## config.mk

```make
export PLATFORM = sky130hd
export DESIGN_NAME = two_dev_bus_arbiter
export DESIGN_NICKNAME = d
export VERILOG_FILES = /design/src/rtl/two_dev_bus_arbiter.sv
export SDC_FILE = /design/constraint.sdc
export NUM_CORES = 1
export LEC_CHECK = 0
export ABC_CLOCK_PERIOD_IN_PS = 3900
export CORE_MARGIN = 2
export CORE_UTILIZATION = 45
export DETAILED_ROUTE_END_ITERATION = 6
export GPL_TIMING_DRIVEN = 0
export PLACE_DENSITY = 0.79
export SYNTH_ARGS = -nofsm -noshare
export SYNTH_HDL_FRONTEND = slang
export SYNTH_SLANG_ARGS = --single-unit
```

## constraint.sdc

```tcl
create_clock -name clk -period 3.9 [get_ports clk]
set_clock_uncertainty 0.15 [all_clocks]
set_input_delay 0.78 -clock clk [delete_from_list [all_inputs] [get_ports clk]]
set_output_delay 0.78 -clock clk [all_outputs]
set_load 0.1 [all_outputs]
```

## src/rtl/two_dev_bus_arbiter.sv

```systemverilog
// Round-robin arbiter and beat capture for the two-device shared bus.
// Produces registered one-hot grants, the mux select, and a registered bus word with a valid strobe.
module two_dev_bus_arbiter #(
    parameter int unsigned N        = 8,
    parameter int unsigned HOLD_MAX = 4
) (
    input  logic         clk,
    input  logic         rst,
    input  logic         req_1,
    input  logic         req_2,
    input  logic [N-1:0] data_in_1,
    input  logic [N-1:0] data_in_2,
    input  logic         bus_ready,
    output logic         gnt_1,
    output logic         gnt_2,
    output logic         sel,
    output logic [N-1:0] bus,
    output logic         bus_valid,
    output logic [N-1:0] data_out_1,
    output logic [N-1:0] data_out_2
);

    typedef enum logic [1:0] {
        IDLE = 2'd0,
        OWN1 = 2'd1,
        OWN2 = 2'd2
    } state_t;

    localparam logic [7:0] HOLD_LIM = 8'(HOLD_MAX);

    state_t       state_q, state_d;
    logic [7:0]   beat_cnt_q, beat_cnt_d;
    logic         last2_q, last2_d;      // 1: device 2 held the bus most recently
    logic         gnt1_q, gnt1_d;
    logic         gnt2_q, gnt2_d;
    logic         sel_q, sel_d;
    logic [N-1:0] bus_q, bus_d;
    logic         valid_q, valid_d;

    logic         own_req;
    logic         oth_req;
    logic [N-1:0] own_data;
    logic         accept;
    logic [7:0]   cnt_next;
    state_t       other_state;

    always_ff @(posedge clk or posedge rst) begin
        if (rst) begin
            state_q    <= IDLE;
            beat_cnt_q <= '0;
            last2_q    <= 1'b1;
            gnt1_q     <= 1'b0;
            gnt2_q     <= 1'b0;
            sel_q      <= 1'b0;
            bus_q      <= '0;
            valid_q    <= 1'b0;
        end else begin
            state_q    <= state_d;
            beat_cnt_q <= beat_cnt_d;
            last2_q    <= last2_d;
            gnt1_q     <= gnt1_d;
            gnt2_q     <= gnt2_d;
            sel_q      <= sel_d;
            bus_q      <= bus_d;
            valid_q    <= valid_d;
        end
    end

    always_comb begin
        state_d     = state_q;
        beat_cnt_d  = beat_cnt_q;
        last2_d     = last2_q;
        bus_d       = bus_q;
        valid_d     = 1'b0;
        own_req     = 1'b0;
        oth_req     = 1'b0;
        own_data    = '0;
        accept      = 1'b0;
        cnt_next    = beat_cnt_q;
        other_state = IDLE;

        unique case (state_q)
            IDLE: begin
                beat_cnt_d = '0;
                if (req_1 && (!req_2 || last2_q)) begin
                    state_d = OWN1;
                end else if (req_2) begin
                    state_d = OWN2;
                end
            end
            OWN1, OWN2: begin
                own_req     = (state_q == OWN1) ? req_1 : req_2;
                oth_req     = (state_q == OWN1) ? req_2 : req_1;
                own_data    = (state_q == OWN1) ? data_in_1 : data_in_2;
                other_state = (state_q == OWN1) ? OWN2 : OWN1;
                accept      = own_req & bus_ready;
                cnt_next    = beat_cnt_q + {7'd0, accept};

                if (accept) begin
                    bus_d   = own_data;
                    valid_d = 1'b1;
                end

                // Exit/limit decisions use the count including this cycle's beat.
                if (!own_req || (cnt_next == HOLD_LIM)) begin
                    beat_cnt_d = '0;
                    if (oth_req) begin
                        state_d = other_state;
                        last2_d = (state_q == OWN2);
                    end else if (!own_req) begin
                        state_d = IDLE;
                        last2_d = (state_q == OWN2);
                    end
                end else begin
                    beat_cnt_d = cnt_next;
                end
            end
            default: begin
                state_d    = IDLE;
                beat_cnt_d = '0;
            end
        endcase

        gnt1_d = (state_d == OWN1);
        gnt2_d = (state_d == OWN2);
        unique case (state_d)
            OWN1:    sel_d = 1'b0;
            OWN2:    sel_d = 1'b1;
            default: sel_d = sel_q;
        endcase
    end

    assign gnt_1      = gnt1_q;
    assign gnt_2      = gnt2_q;
    assign sel        = sel_q;
    assign bus        = bus_q;
    assign bus_valid  = valid_q;
    assign data_out_1 = bus_q;
    assign data_out_2 = bus_q;

endmodule

```

Figure 1. Routed clock nets over the placement.
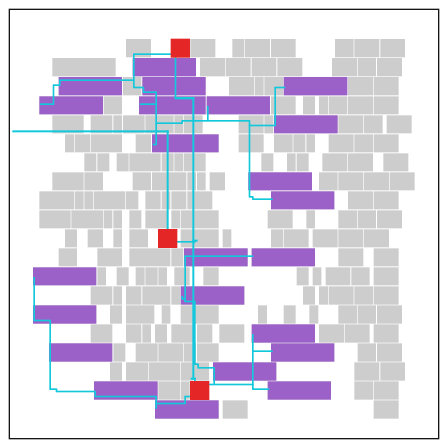
red -> cells driving clock nets  # count 3
cyan -> clock wires  # length 272 µm
purple -> flip-flops  # count 23
routed clock nets = 4

Figure 2. Wire density map.
12 x 12 tiles, from black (low) to pale yellow (high), scaled to the fullest tile. Values are wire area over tile area, all layers added.
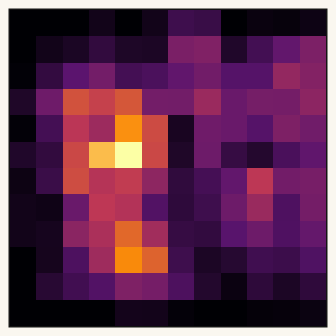
fullest tile = 0.64
nearly empty tiles = 14%
mean over tiles = 0.15
densest ninth of the die = centre

==> results.cfg <==
; flow metrics
[timing]
slew_violations = 0
setup_viol = 0
fmax_mhz = 267.7
whs_ns = 0.3834
tightest_slew_ns = 0.9750
period_minus_slack_ns = 3.736
hold_viol_final = 0
slew_headroom_pct = 34.79
finalCritPeriodShare_pct = 95.78
fin_tns_setup_ns = 0
rsz0062_at_grt = no

[cells_and_area]
seqCellArea_um2 = 578.1
area_delta_synth_final_pct = 40.66
most-common-layout-cells = clkdlybuf4s50_1 (46), dfrtp_1 (21), nand2_1 (20), buf_4 (19), o21ai_0 (12)
logic_area_um2 = 748.2
drive_gt1_share_pct = 19.81
stdcell_count = 251
diodes = 0
lay_top_count = clkdlybuf4s50_1
nets = 237

[worst_setup_path]
r2r-end = sel$_DFFE_PP0P_
crit_fanout = 6
ff2ff_path_depth = 13
r2r-start = state_q[1]$_DFF_PP0_
r2r_slack_ns = 0.16
crit_arrival_ns = 3.80
required_ns = 3.96
critical_path_class = reg -> reg
cp-end-kind = register
startpoint_type = register

[drt]
dr.pass1.iters = 4
num_vias = 1309
wirelength_mm = 3.362
drt_iter0_markers = 55
post_drt_wl_per_cell_um = 13.39
ant_nets = 0
viasPerCell = 5.215
drc = 0

[clocking]
clockBufferDepth = 2
insertion_delay_ns = 0.32
cts-htree-levels = 1
cts_tree = done
path_clk_slew_ns = 0.12
cts_made_buffers = 3
cts_sinks = 23
ctsRootBufferMaster = clkbuf_4

[logic_synthesis]
syn-num-nets = 184
synth-async-reset-ratio_pct = 100.0
yosysUniqueCellTypes = 40
synth-edff-count = 0
flop_cell = dfrtp_1
synth.largest_area_cell = dfrtp_1
numSynthFlops = 23
top_cells_by_area = dfrtp_1 (37%), buf_4 (8.7%), ha_1 (6.8%)
yosysCellCount = 155
yosys_area_um2 = 1474
netlist_area_um2 = 1474
yosys_warnings = 0
syn_avg_cell_area_um2 = 9.509
top_area_share_pct = 37.35
syn_inst = 155
seq_area_frac_synth_pct = 39.13

[hold_path]
holdPathEnd = sel$_DFFE_PP0P_
min_path_cells = 1
hp-class = reg -> reg
hold_start = sel$_DFFE_PP0P_

[grt]
overflow = 0
grt_pass1_vias = 1097
grt.total_usage_pct = 17.70
antenna_found_initial = 0
grt_max_degree = 24
grt_pass1_wl_mm = 4.905

[floorplanning]
chipWidth_um = 61.23
die-area_um2 = 3749
die_h_um = 61.23
coreArea_um2 = 3078
io_pins = 49
row_count = 20
floorplan.core_util_pct = 47.89

[placement]
port_buffers = 47
gp_congestion = 0.9043
dp_cells = 246
place_hpwl_mm = 2.591

[outcome]
outcome = complete, no violations

[job]
warning_count = 30
maxCapViolCount = 0
Figure 3. Cell outlines without signal wires.
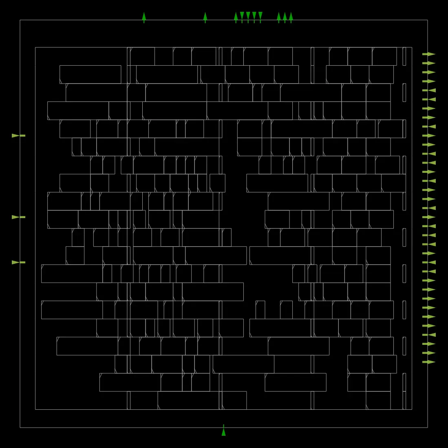
layout filler cell count: 246
Tapcells: 44
fin util: 67.36%

Figure 4. Logic cells by family.
Bar = 20 µm.
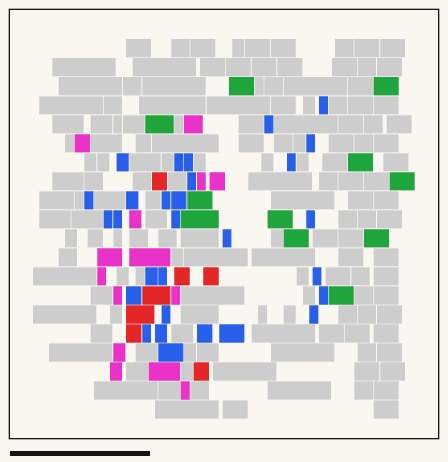
blue -> NAND gates  # cells 29, most used nand2_1
green -> multiplexers  # cells 11, most used mux2i_1
magenta -> NOR gates  # cells 14, most used nor2_1
red -> AND and OR gates  # cells 7

[cell type report]
cell class | count | share of cell area (%)
multi-input cells | 104 | 36.09
flip-flops and latches | 23 | 27.88
repair buffers | 49 | 23.54
plain buffers | 21 | 7.483
well taps | 44 | 2.655
clock buffers | 4 | 1.267
inverters | 6 | 1.086
[flip-flops by register name, indices dropped and copies added (netlist names)]
| name | cells |
|---|---|
| gnt_1 | 1 |
| beat_cnt_q | 8 |
| gnt_2 | 1 |
| last2_q | 1 |
| state_q | 2 |
| sel | 1 |
| bus_valid | 1 |
| bus | 8 |
[stage by stage]
step / worst slack (ns) / area, µm²
2_1_floorplan: 0.3183 / 1474
3_3_place_gp: -0.2215 / 1999
3_5_place_dp: -0.2485 / 1999
4_1_cts: 0.04797 / 2022
5_1_grt: 0.006076 / 2073
6_report: 0.1644 / 2073
[worst max-delay path, cell delays in order (launching register included)]
cell and delay (ns):
dfrtp_2 0.47, inv_1 0.13, ha_4 0.19, mux2_4 0.32, and2_1 0.18, ha_2 0.20, ha_2 0.20, xnor2_1 0.15
nor4_2 0.33, nand4_1 0.23, o211ai_1 0.29, a31oi_1 0.15, ha_1 0.31, mux2_2 0.33
[timing repair]
action	4_1_cts	5_1_grt
cloned	0	0
gates resized	0	9
setup buffers	0	2
pin swaps	1	4
hold buffers	0	0
setup endpoints to repair	1	1
[synthesized netlist by cell type (4+ instances only)]
master,count
buf_4,17
mux2i_1,9
o21ai_0,12
nand2_1,20
ha_1,8
nor3_1,4
nor2_1,5
dfrtp_1,22
inv_1,6
xor2_1,4
a21oi_1,5
nand3_1,4
[metal layers]
layer / global-route usage, % / vias up / part of all wire, %
met5: 0 / - / 0
met4: 8.075 / 0 / 1.6
met3: 2.941 / 5 / 9.6
met2: 30.09 / 67 / 48
met1: 22.01 / 606 / 41
li1: - / 631 / -
[cells by family (layout without fill, tap and decap cells)]
logic type | Yosys count | in the layout | share of synthesized area, %
mux | 11 | 11 | 7.640
buf+inv | 28 | 80 | 12.31
fa+ha+maj | 8 | 8 | 6.791
xor+xnor | 6 | 6 | 3.565
simple gates | 50 | 50 | 18.25
compound gates | 29 | 29 | 12.31
flops | 23 | 23 | 39.13
[worst max-delay path by stage]
stage | from | end | slack [ns] | cells past startpoint
global placement | req_1 | sel$_DFFE_PP0P_ | -0.22 | 11
detailed placement | req_1 | sel$_DFFE_PP0P_ | -0.25 | 12
floorplan | req_2 | sel$_DFFE_PP0P_ | 0.32 | 11
finish | state_q[1]$_DFF_PP0_ | sel$_DFFE_PP0P_ | 0.16 | 13
global route | state_q[1]$_DFF_PP0_ | sel$_DFFE_PP0P_ | 0.006 | 13
CTS | state_q[1]$_DFF_PP0_ | sel$_DFFE_PP0P_ | 0.05 | 13
